### config.mk
export PLATFORM = sky130hd
export DESIGN_NAME = axis_downsizer
export DESIGN_NICKNAME = d
export VERILOG_FILES = /design/src/rtl/axis_downsizer.sv
export SDC_FILE = /design/constraint.sdc
export NUM_CORES = 1
export LEC_CHECK = 0
export CORE_UTILIZATION = 38
export CTS_CLUSTER_SIZE = 10
export DETAILED_ROUTE_END_ITERATION = 8
export PLACE_DENSITY = 0.77
export SETUP_SLACK_MARGIN = 0.1
export SYNTH_ARGS = -nofsm -noshare
export SYNTH_HDL_FRONTEND = slang
export SYNTH_SLANG_ARGS = --single-unit
### constraint.sdc
create_clock -name clk -period 9.61 [get_ports clk]
set_input_delay 2.4025 -clock clk [delete_from_list [all_inputs] [get_ports clk]]
set_output_delay 2.4025 -clock clk [all_outputs]
set_load 0.005 [all_outputs]
### src/rtl/axis_downsizer.sv
// axis_downsizer: AXI4-Stream wide-to-narrow width converter with a fixed
// integer ratio. Each accepted input beat is held in a single register and
// emitted as up to RATIO narrow lanes, least-significant lane first. Lanes
// above the highest lane carrying any byte enable are dropped. The next input
// beat is accepted on the same cycle the final lane handshakes, so a
// continuous stream flows with no bubbles.
module axis_downsizer #(
  parameter int S_DATA_WIDTH = 64,
  parameter int RATIO        = 4,
  parameter int M_DATA_WIDTH = 16,
  parameter int USER_WIDTH   = 1
) (
  input  logic                      clk,
  input  logic                      rstn,
  input  logic                      rstn_local,
  input  logic [S_DATA_WIDTH-1:0]   s_axis_tdata,
  input  logic [S_DATA_WIDTH/8-1:0] s_axis_tkeep,
  input  logic                      s_axis_tvalid,
  output logic                      s_axis_tready,
  input  logic                      s_axis_tlast,
  input  logic [USER_WIDTH-1:0]     s_axis_tuser,
  output logic [M_DATA_WIDTH-1:0]   m_axis_tdata,
  output logic [M_DATA_WIDTH/8-1:0] m_axis_tkeep,
  output logic                      m_axis_tvalid,
  input  logic                      m_axis_tready,
  output logic                      m_axis_tlast,
  output logic [USER_WIDTH-1:0]     m_axis_tuser
);

  localparam int S_KEEP_WIDTH = S_DATA_WIDTH / 8;
  localparam int M_KEEP_WIDTH = M_DATA_WIDTH / 8;
  localparam int IDX_W        = $clog2(RATIO);

  typedef enum logic {
    ST_EMPTY = 1'b0,
    ST_SEND  = 1'b1
  } state_t;

  state_t                  r_state;
  logic [IDX_W-1:0]        r_idx;
  logic [IDX_W-1:0]        r_last_idx;
  logic [S_DATA_WIDTH-1:0] r_data;
  logic [S_KEEP_WIDTH-1:0] r_keep;
  logic                    r_last;
  logic [USER_WIDTH-1:0]   r_user;

  logic                    w_valid;
  logic                    w_at_last;
  logic                    w_s_hs;
  logic [M_DATA_WIDTH-1:0] w_lane_data;
  logic [M_KEEP_WIDTH-1:0] w_lane_keep;

  // Highest lane that carries at least one byte enable; lane 0 when the
  // whole keep vector is zero so that such a beat still emits one lane.
  function automatic logic [IDX_W-1:0] f_last_idx(input logic [S_KEEP_WIDTH-1:0] keep);
    logic [IDX_W-1:0] v_idx;
    v_idx = '0;
    for (int i = 0; i < RATIO; i++) begin
      if (|keep[i*M_KEEP_WIDTH +: M_KEEP_WIDTH]) begin
        v_idx = IDX_W'(i);
      end
    end
    return v_idx;
  endfunction

  assign w_valid   = (r_state == ST_SEND);
  assign w_at_last = (r_idx == r_last_idx);

  // The only combinational path through the block: m_axis_tready lets the
  // next beat in on the cycle the final lane leaves.
  assign s_axis_tready = !w_valid || (w_at_last && m_axis_tready);
  assign w_s_hs        = s_axis_tvalid && s_axis_tready;

  // Control FSM: tracks whether the holding register is occupied and which lane is on the bus.
  always_ff @(posedge clk or negedge rstn) begin
    if (!rstn) begin
      r_state <= ST_EMPTY;
      r_idx   <= '0;
    end else if (!rstn_local) begin
      r_state <= ST_EMPTY;
      r_idx   <= '0;
    end else begin
      case (r_state)
        ST_EMPTY: begin
          if (s_axis_tvalid) begin
            r_state <= ST_SEND;
            r_idx   <= '0;
          end
        end
        ST_SEND: begin
          if (m_axis_tready) begin
            if (!w_at_last) begin
              r_idx <= r_idx + 1'b1;
            end else if (s_axis_tvalid) begin
              r_idx <= '0;
            end else begin
              r_state <= ST_EMPTY;
              r_idx   <= '0;
            end
          end
        end
        default: begin
          r_state <= ST_EMPTY;
          r_idx   <= '0;
        end
      endcase
    end
  end

  // Holding register: captures the whole wide beat and its last-lane index on input handshake.
  always_ff @(posedge clk) begin
    if (w_s_hs) begin
      r_data     <= s_axis_tdata;
      r_keep     <= s_axis_tkeep;
      r_last     <= s_axis_tlast;
      r_user     <= s_axis_tuser;
      r_last_idx <= f_last_idx(s_axis_tkeep);
    end
  end

  // Lane select: picks the current narrow slice of the held beat.
  always_comb begin
    w_lane_data = r_data[M_DATA_WIDTH-1:0];
    w_lane_keep = r_keep[M_KEEP_WIDTH-1:0];
    for (int i = 0; i < RATIO; i++) begin
      if (r_idx == IDX_W'(i)) begin
        w_lane_data = r_data[i*M_DATA_WIDTH +: M_DATA_WIDTH];
        w_lane_keep = r_keep[i*M_KEEP_WIDTH +: M_KEEP_WIDTH];
      end
    end
  end

  assign m_axis_tvalid = w_valid;
  assign m_axis_tdata  = w_lane_data;
  assign m_axis_tkeep  = w_lane_keep;
  assign m_axis_tlast  = r_last && w_at_last;
  assign m_axis_tuser  = r_user;

endmodule

==> results.txt <==
fresh numbers from the pnr run: Worst path depth 3, Main logic family multiplexers, status finished clean, Sink Count between 70 and 80, Initial Utilization 40.05%, Hold Startpoint r_idx[0], combinational share of cell area between 10% and 20%, Chip Width 93.18 um, CP max stage cell clkdlybuf4s50_1, Critical path origin m_axis_tready, Tot GR Track Use around 15%, port bufs about 100, met1 wire length roughly 2600 um, top cells by area edfxtp_1 72%, mux2i_1 5.7%, mux2_2 5.3%, nand2_1 2.6%, o21ai_1 2.5%, share of cells above drive strength 1 between 10 and 15%, Setup WS post-layout 3.675 ns, Worst R2R End r_keep[0], WL met3 about 260 um, initial antenna violation count 0, max-slew violations 0, Layout clock area frac under 10%, drt pass-1 iters 4, sequential share of power between 50% and 60%, Least-Margin Pin Slew 1.179 ns, Routability Congestion around 0.73, Netlist Area Pre-Place ~3200 um^2, ANT nets after route 0, Max Clock Freq around 170 MHz, leading cell types by count after synthesis 76 x edfxtp_1, 22 x nand2_1, 18 x mux2i_1, Multiplexer share 12.12%, CP startpoint kind input port, Clock net power 0.281 mW, Area growth syn-to-layout 41.43%, final hold violation count 0, placed instance count about 380, via/cell ratio 4.796, routing usage on met3 under 10%, cts bufs inserted 9, Clock Skew between 0.008 and 0.009 ns, clock share of power 36.4%, Syn Nets 269, Hold WC Path Type reg -> reg, IO Pins 101, Finished Core Util 56.65%
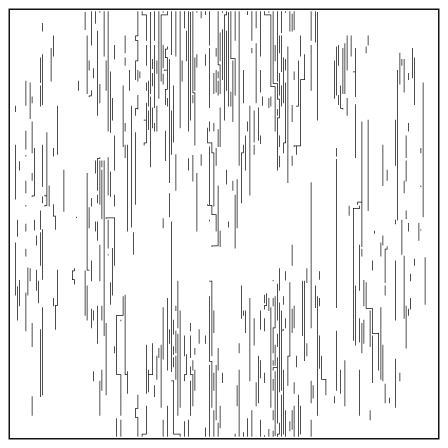
Fig. 1. Signal wires on met2.
main direction: vertical
nets with wire on the layer: 326
share of all routed wire: 53%
wire length on this layer: 3,380 um
longest straight run: 38.1 um
met2 usage: 26.72%
vias: 1,909
wirelength, routed: 6369 um

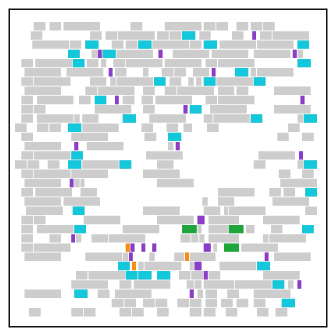
Fig. 2. Gate families picked out.
[cyan] mux cells | cells: 36 | most used: mux2i_1 | where: widely spread
[green] fa/ha/maj cells | cells: 3 | most used: ha_1
[purple] nand cells | cells: 25 | most used: nand2_1 | where: widely spread
[orange] nor cells | cells: 3 | most used: nor2_1
Post-Layout Cell Count: 398
Top cell excl fill/tap: clkdlybuf4s50_1

Power figures rest on the tool's default switching activity, not on a simulated workload.
